File: src/rtl/relu_stream_arbiter_pkg.sv
// Shared types and helpers for relu_stream_arbiter (package relu_arb_pkg).
package relu_arb_pkg;

    typedef enum logic [1:0] {IDLE, STREAM, DRAIN} state_t;

    localparam int DATA_WIDTH  = 8;
    localparam int LEN_WIDTH   = 8;
    localparam int STATS_WIDTH = 16;
    localparam int MAX_REQ     = 8;

    // First asserted index at or after ptr, wrapping within n requesters.
    function automatic logic [2:0] rr_pick(input logic [MAX_REQ-1:0] req,
                                           input logic [2:0]         ptr,
                                           input int unsigned        n = MAX_REQ);
        logic [2:0]  pick;
        logic        found;
        int unsigned idx;
        pick  = '0;
        found = 1'b0;
        for (int unsigned i = 0; i < MAX_REQ; i++) begin
            if (i < n) begin
                idx = (32'(ptr) + i) % n;
                if (!found && req[idx]) begin
                    pick  = 3'(idx);
                    found = 1'b1;
                end
            end
        end
        return pick;
    endfunction

endpackage

File: src/rtl/relu_stream_arbiter_if.sv
// Request / element / result bus between requesters and relu_stream_arbiter.
interface relu_stream_arbiter_if #(
    parameter int NUM_REQ    = 2,
    parameter int DATA_WIDTH = relu_arb_pkg::DATA_WIDTH,
    parameter int LEN_WIDTH  = relu_arb_pkg::LEN_WIDTH,
    parameter int ID_WIDTH   = (NUM_REQ > 1) ? $clog2(NUM_REQ) : 1
);
    logic [NUM_REQ-1:0]            req_valid;
    logic [NUM_REQ*LEN_WIDTH-1:0]  req_len;
    logic [NUM_REQ-1:0]            req_ack;
    logic [NUM_REQ-1:0]            in_valid;
    logic [NUM_REQ*DATA_WIDTH-1:0] in_data;
    logic [NUM_REQ-1:0]            in_ready;
    logic                          out_valid;
    logic [DATA_WIDTH-1:0]         out_data;
    logic [ID_WIDTH-1:0]           out_id;
    logic                          out_last;
    logic                          out_ready;

    modport master (
        output req_valid, req_len, in_valid, in_data, out_ready,
        input  req_ack, in_ready, out_valid, out_data, out_id, out_last
    );

    modport slave (
        input  req_valid, req_len, in_valid, in_data, out_ready,
        output req_ack, in_ready, out_valid, out_data, out_id, out_last
    );
endinterface

File: src/rtl/relu_stream_arbiter_relu.sv
// Combinational ReLU lane: negative inputs clamp to zero, others pass through.
module relu_lane #(
    parameter int DATA_WIDTH = 8
) (
    input  logic [DATA_WIDTH-1:0] i_data,
    output logic [DATA_WIDTH-1:0] o_data
);
    assign o_data = i_data[DATA_WIDTH-1] ? '0 : i_data;
endmodule

File: src/rtl/relu_stream_arbiter.sv
// Burst-granular round-robin sharing of one ReLU lane with a registered output.
// Optional stats counters: define RELU_STREAM_ARBITER_STATS_EN.
module relu_stream_arbiter #(
    parameter int DATA_WIDTH = relu_arb_pkg::DATA_WIDTH,
    parameter int NUM_REQ    = 2,
    parameter int LEN_WIDTH  = relu_arb_pkg::LEN_WIDTH,
    parameter int ID_WIDTH   = (NUM_REQ > 1) ? $clog2(NUM_REQ) : 1
) (
    input  logic                  clock,
    input  logic                  reset,
    relu_stream_arbiter_if.slave  bus,
    output logic                  busy
`ifdef RELU_STREAM_ARBITER_STATS_EN
    ,
    output logic [relu_arb_pkg::STATS_WIDTH-1:0] clamp_count,
    output logic [relu_arb_pkg::STATS_WIDTH-1:0] burst_count
`endif
);
    import relu_arb_pkg::*;

    state_t                r_state;
    state_t                w_next;
    logic                  r_armed;
    logic [ID_WIDTH-1:0]   r_rr_ptr;
    logic [ID_WIDTH-1:0]   r_gid;
    logic [LEN_WIDTH-1:0]  r_remaining;

    logic                  r_out_valid;
    logic [DATA_WIDTH-1:0] r_out_data;
    logic [ID_WIDTH-1:0]   r_out_id;
    logic                  r_out_last;

    logic                  w_any_req;
    logic                  w_grant;
    logic [ID_WIDTH-1:0]   w_pick;
    logic [LEN_WIDTH-1:0]  w_pick_len;
    logic                  w_lane_rdy;
    logic                  w_accept;
    logic [DATA_WIDTH-1:0] w_in_data_g;
    logic [DATA_WIDTH-1:0] w_relu;
    logic [NUM_REQ-1:0]    w_req_ack;
    logic [NUM_REQ-1:0]    w_in_ready;

    function automatic logic [ID_WIDTH-1:0] wrap_inc(input logic [ID_WIDTH-1:0] v);
        return (v == ID_WIDTH'(NUM_REQ - 1)) ? '0 : v + 1'b1;
    endfunction

    // r_armed holds off arbitration until the first edge after reset release.
    assign w_any_req   = |bus.req_valid;
    assign w_grant     = (r_state == IDLE) && r_armed && w_any_req;
    assign w_pick      = ID_WIDTH'(rr_pick(MAX_REQ'(bus.req_valid), 3'(r_rr_ptr), NUM_REQ));
    assign w_pick_len  = bus.req_len[w_pick*LEN_WIDTH +: LEN_WIDTH];
    assign w_lane_rdy  = !r_out_valid || bus.out_ready;
    assign w_in_data_g = bus.in_data[r_gid*DATA_WIDTH +: DATA_WIDTH];
    assign w_accept    = (r_state == STREAM) && bus.in_valid[r_gid] && w_lane_rdy;

    relu_lane #(.DATA_WIDTH(DATA_WIDTH)) u_lane (
        .i_data (w_in_data_g),
        .o_data (w_relu)
    );

    always_ff @(posedge clock or negedge reset) begin
        if (!reset) r_state <= IDLE;
        else        r_state <= w_next;
    end

    always_comb begin
        w_next = r_state;
        case (r_state)
            IDLE:    if (w_grant && w_pick_len != '0) w_next = STREAM;
            STREAM:  if (w_accept && r_remaining == LEN_WIDTH'(1)) w_next = DRAIN;
            DRAIN:   if (!r_out_valid || bus.out_ready) w_next = IDLE;
            default: w_next = IDLE;
        endcase
    end

    always_comb begin
        w_req_ack  = '0;
        w_in_ready = '0;
        if (w_grant) w_req_ack[w_pick] = 1'b1;
        if (r_state == STREAM) w_in_ready[r_gid] = w_lane_rdy;
        busy = (r_state != IDLE);
    end

    always_ff @(posedge clock or negedge reset) begin
        if (!reset) begin
            r_armed     <= 1'b0;
            r_rr_ptr    <= '0;
            r_gid       <= '0;
            r_remaining <= '0;
        end else begin
            r_armed <= 1'b1;
            if (w_grant) begin
                r_gid       <= w_pick;
                r_remaining <= w_pick_len;
                if (w_pick_len == '0) r_rr_ptr <= wrap_inc(w_pick);
            end
            if (w_accept) r_remaining <= r_remaining - 1'b1;
            if (r_state == DRAIN && w_next == IDLE) r_rr_ptr <= wrap_inc(r_gid);
        end
    end

    always_ff @(posedge clock or negedge reset) begin
        if (!reset) begin
            r_out_valid <= 1'b0;
            r_out_data  <= '0;
            r_out_id    <= '0;
            r_out_last  <= 1'b0;
        end else if (w_accept) begin
            r_out_valid <= 1'b1;
            r_out_data  <= w_relu;
            r_out_id    <= r_gid;
            r_out_last  <= (r_remaining == LEN_WIDTH'(1));
        end else if (bus.out_ready) begin
            r_out_valid <= 1'b0;
        end
    end

`ifdef RELU_STREAM_ARBITER_STATS_EN
    logic [STATS_WIDTH-1:0] r_clamp_count;
    logic [STATS_WIDTH-1:0] r_burst_count;

    always_ff @(posedge clock or negedge reset) begin
        if (!reset) begin
            r_clamp_count <= '0;
            r_burst_count <= '0;
        end else begin
            if (w_accept && w_in_data_g[DATA_WIDTH-1] && r_clamp_count != '1)
                r_clamp_count <= r_clamp_count + 1'b1;
            if (w_grant && r_burst_count != '1)
                r_burst_count <= r_burst_count + 1'b1;
        end
    end

    assign clamp_count = r_clamp_count;
    assign burst_count = r_burst_count;
`endif

    assign bus.req_ack   = w_req_ack;
    assign bus.in_ready  = w_in_ready;
    assign bus.out_valid = r_out_valid;
    assign bus.out_data  = r_out_data;
    assign bus.out_id    = r_out_id;
    assign bus.out_last  = r_out_last;

endmodule

File: src/flat_wrapper.sv
// flat-port wrapper written by rule: the top's interface ports become plain ports
module relu_stream_arbiter_flat import relu_arb_pkg::*;
#(
    parameter int DATA_WIDTH = relu_arb_pkg::DATA_WIDTH,
    parameter int NUM_REQ    = 2,
    parameter int LEN_WIDTH  = relu_arb_pkg::LEN_WIDTH,
    parameter int ID_WIDTH   = (NUM_REQ > 1) ? $clog2(NUM_REQ) : 1
)
  (clock, reset, busy, bus_req_valid, bus_req_len, bus_in_valid, bus_in_data, bus_out_ready, bus_req_ack, bus_in_ready, bus_out_valid, bus_out_data, bus_out_id, bus_out_last);
  relu_stream_arbiter_if #(.NUM_REQ(NUM_REQ), .DATA_WIDTH(DATA_WIDTH), .LEN_WIDTH(LEN_WIDTH), .ID_WIDTH(ID_WIDTH)) bus_i ();
  input  logic clock;
  input  logic reset;
  output logic busy;
  input wire logic [$bits(bus_i.req_valid)-1:0] bus_req_valid;
  input wire logic [$bits(bus_i.req_len)-1:0] bus_req_len;
  input wire logic [$bits(bus_i.in_valid)-1:0] bus_in_valid;
  input wire logic [$bits(bus_i.in_data)-1:0] bus_in_data;
  input wire logic [$bits(bus_i.out_ready)-1:0] bus_out_ready;
  output wire logic [$bits(bus_i.req_ack)-1:0] bus_req_ack;
  output wire logic [$bits(bus_i.in_ready)-1:0] bus_in_ready;
  output wire logic [$bits(bus_i.out_valid)-1:0] bus_out_valid;
  output wire logic [$bits(bus_i.out_data)-1:0] bus_out_data;
  output wire logic [$bits(bus_i.out_id)-1:0] bus_out_id;
  output wire logic [$bits(bus_i.out_last)-1:0] bus_out_last;
  assign bus_i.req_valid = bus_req_valid;
  assign bus_i.req_len = bus_req_len;
  assign bus_i.in_valid = bus_in_valid;
  assign bus_i.in_data = bus_in_data;
  assign bus_i.out_ready = bus_out_ready;
  assign bus_req_ack = bus_i.req_ack;
  assign bus_in_ready = bus_i.in_ready;
  assign bus_out_valid = bus_i.out_valid;
  assign bus_out_data = bus_i.out_data;
  assign bus_out_id = bus_i.out_id;
  assign bus_out_last = bus_i.out_last;
  relu_stream_arbiter #(.DATA_WIDTH(DATA_WIDTH), .NUM_REQ(NUM_REQ), .LEN_WIDTH(LEN_WIDTH), .ID_WIDTH(ID_WIDTH)) u_core (.clock(clock), .reset(reset), .bus(bus_i), .busy(busy));
endmodule
File: config.mk
export PLATFORM = sky130hd
export DESIGN_NAME = relu_stream_arbiter_flat
export DESIGN_NICKNAME = d
export VERILOG_FILES = /design/src/rtl/relu_stream_arbiter_pkg.sv /design/src/rtl/relu_stream_arbiter_if.sv /design/src/rtl/relu_stream_arbiter_relu.sv /design/src/rtl/relu_stream_arbiter.sv /design/src/flat_wrapper.sv
export SDC_FILE = /design/constraint.sdc
export NUM_CORES = 1
export LEC_CHECK = 0
export CAP_MARGIN = 40
export CORE_MARGIN = 2
export CORE_UTILIZATION = 30
export DETAILED_ROUTE_END_ITERATION = 10
export GPL_TIMING_DRIVEN = 0
export HOLD_SLACK_MARGIN = 0.15
export PLACE_DENSITY = 0.55
export SLEW_MARGIN = 30
export SYNTH_ARGS = -nofsm -noshare
export SYNTH_HDL_FRONTEND = slang
export SYNTH_SLANG_ARGS = --single-unit
File: constraint.sdc
create_clock -name clock -period 2.1 [get_ports clock]
set_input_delay 0.42 -clock clock [delete_from_list [all_inputs] [get_ports clock]]
set_output_delay 0.42 -clock clock [all_outputs]
set_load 0.05 [all_outputs]
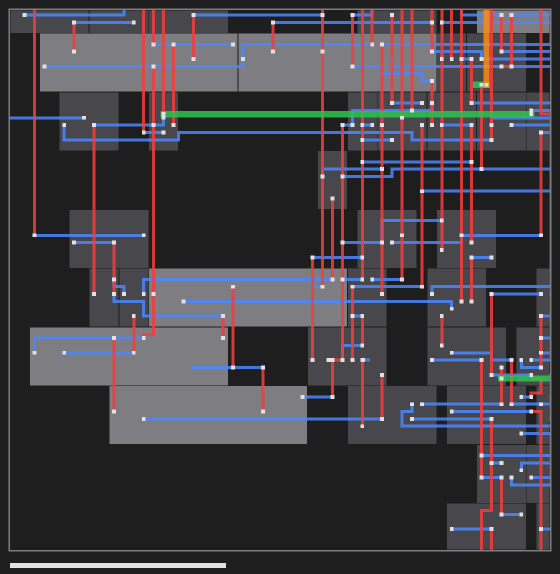
(zoomed window)
The bar under the picture is 10 um long. Region (6, 6) to (31, 31) um. Cells in gray, sequential cells in the stronger gray; small squares are vias.
met4: in orange. met2: in red. met3: in green. met1: in blue.
Most frequent: dfrtp_1 (5), nand2_1 (4), clkdlybuf4s50_1 (3). 28 logic cells have their middle in the window. Netlist names of flops here include `u_core.r_remaining` (3). Sequential cells in the window: 5.

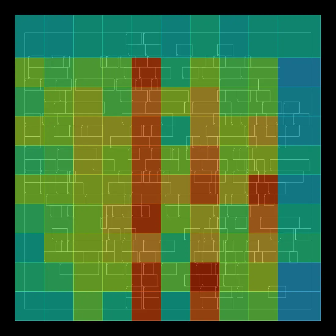
(congestion heat map)
M2 GR Usage: 0.275
GRT Overall Usage: 0.158
met1 global-route usage: 0.204
met3 usage: 0.0375

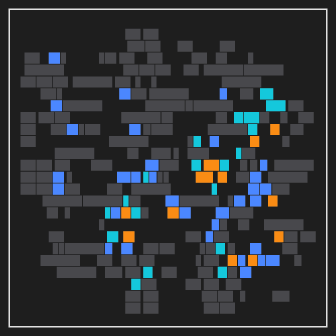
(logic cells by family)
AND and OR gates: in orange, cells 12. NOR gates: in cyan, cells 19. inverting AOI/OAI gates: in blue, cells 32.
most numerous logic cell after layout: clkdlybuf4s50_1
final cell count without fillers: 257
Comb/total area: 0.390

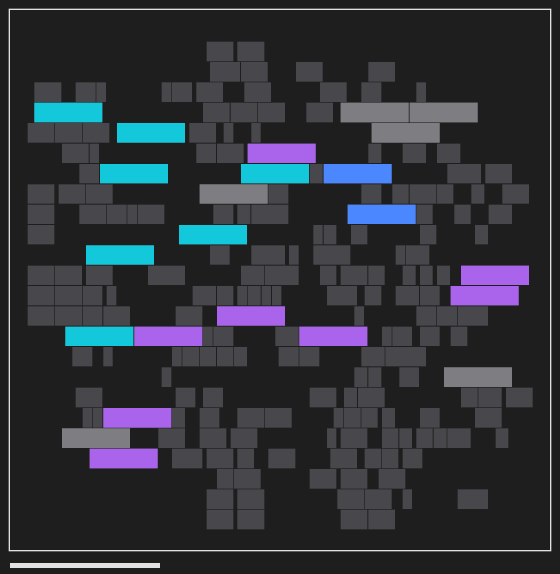
(register map, names as in the netlist)
The bar under the picture is 20 um long.
`u_core.bus.out_data`: in cyan, flops 7. `u_core.r_remaining`: in purple, flops 8. `u_core.r_state`: in blue, flops 2.
Another 6 sequential cells are not colored.
flop share of the area: 0.278
Storage cell area: 576 um^2
Core Util, Final: 0.470
Sequential Power: 0.000765 W

==> impl_metrics.json <==
{
  "outcome": "completed",
  "cts.path.max_buffers": 2,
  "yosysWarnings": 0,
  "max_freq_mhz": 484,
  "relSlewSlack": 0.631,
  "dp_hpwl_mm": 3.15,
  "fp_util": 0.316,
  "warnings": 30,
  "drv_slew": 0,
  "max_cap_viol_count": 0,
  "synthesis.area_per_instance_um2": 9.36,
  "cts_sinks": 23,
  "fp.dieW_um": 72.2,
  "grt.overflow.total": 0,
  "hold_start": "u_core.bus.out_last",
  "pre_cts_ws_ps": -930,
  "routedWlPerCell_um": 15.8,
  "r2r_cells": 5,
  "cp_max_fo": 10,
  "post_synth_instance_area_mm2": 0.00140,
  "drt_iter0_drc": 112,
  "antenna_found_initial": 0,
  "rsz0062_at_grt": "true",
  "cp.required_ps": 1680,
  "finalInstanceArea_mm2": 0.00207,
  "dpl_cell_area_mm2": 0.00198,
  "hp-class": "flip-flop to flip-flop",
  "async_reset_ff_frac": 1.00,
  "grt_max_degree": 24,
  "final_nets": 247,
  "setup_violations": 0,
  "avgViaCountPerCell": 5.42,
  "edf_count": 0,
  "antenna_left": 0,
  "fin_crit_sh": 0.985,
  "gp_congestion": 0.840,
  "drive_gt1_frac": 0.151,
  "yosys_area_mm2": 0.00140,
  "endpoint_kind": "primary output",
  "yosysTopAreaCell": "dfrtp_1",
  "total_power_w": 0.00255,
  "reg2reg_from": "u_core.r_state[1]",
  "skew_ps": 1.66,
  "holdWs_ps": 483,
  "cts_tree": "done",
  "critical-path-slowest-cell": "clkdlybuf4s50_1",
  "r2r_end": "u_core.r_remaining[5]",
  "cts.repair.resized": 30,
  "cts_setup_buffers": 0,
  "core_mm2": 0.00441,
  "period_needed_ps": 2070,
  "reg2reg_slack_ps": 240,
  "ir_drop_v": 0.000615,
  "yosys_cells": 149,
  "power_density_mw_per_mm2": 1230,
  "cts-root-buf": "clkbuf_8",
  "hold_buffers": 1,
  "fin_ws_ps": 31.9,
  "synth_top_cell_by_count": "dfrtp_1",
  "htree_levels": 1,
  "synthDistinctLibCells": 39,
  "first_pass_iters": 4,
  "placed_cells": 253,
  "startpoint_type": "primary input",
  "p_leak_nw": 0.865,
  "critPathKind": "primary input to primary output",
  "crit_start": "bus_req_valid[0]",
  "drc": 0,
  "cts.clk_slew.worst_paths_ps": 80,
  "die_y_um": 72.2,
  "hold-path-cell-count": 1,
  "synth_nets": 190,
  "ff_type": "dfrtp_1",
  "grt_pass1_vias": 1426,
  "numSynthFlops": 23,
  "row_count": 24,
  "synthTopCellsByArea": "dfrtp_1 41%, mux2i_1 9.3%, nand2_1 4.3%",
  "arrival_ps": 1650,
  "grt_pass1_wl_mm": 6.59,
  "slowest_delay_ps": 430,
  "insertion_delay_ps": 260,
  "tritoncts.num_buffers": 3,
  "routed_wirelength_mm": 4.07
}
[cells by family (layout without fill, tap and decap cells)]
group | Yosys count | in the layout | synth area share
fa+ha+maj | 2 | 2 | 0.0179
compound gates | 38 | 38 | 0.195
buf+inv | 11 | 67 | 0.0359
flops | 23 | 23 | 0.413
mux | 15 | 15 | 0.109
simple gates | 58 | 58 | 0.224
other cells | 2 | 2 | 0.00538
[final cells by class]
cell class / instances / area (um^2)
inverter: 2 / 7.51
sequential: 23 / 576
fill: 411 / 2340
buffer: 7 / 51.3
timing repair buffer: 54 / 520
tap: 52 / 65.1
multi-input combinational: 115 / 808
clock buffer: 4 / 45.0
[routing by layer]
metal,wire length [um],GRT usage
met4,48,0.0231
met5,0,0
met3,238,0.0375
met2,2020,0.275
met1,1760,0.204
[placed cells by master (no fill, tap or decap), types with 4 or more instances in the layout]
master and n:
a21boi_0 4, buf_4 4, clkdlybuf4s50_1 46, mux2i_1 13, nand2_1 14, dfrtp_1 23, nand3_1 5, o31ai_1 7
o21ai_0 5, nor2_1 5, nor4_1 6, o211ai_1 5
[sequential cells by signal, summed over array words and instances (netlist names)]
signal                cells
u_core.bus.out_id         1
u_core.r_gid              1
u_core.bus.out_last       1
u_core.r_remaining        8
u_core.r_state            2
u_core.bus.out_valid      1
u_core.r_armed            1
u_core.r_rr_ptr           1
u_core.bus.out_data       7
[where the power goes]
group,internal [W],total (W),switching [W]
registers,0.000624,0.000765,0.000142
logic,0.000578,0.00151,0.000935
clock network,0.000135,0.000272,0.000137
[critical path: cells and delay by family]
family,cells,cell delay [ps]
AND-OR/OR-AND,1,40
buffers and inverters,3,730
AND/OR/NAND/NOR,2,450
No activity file was given, so power comes from the tool's default toggle rates.
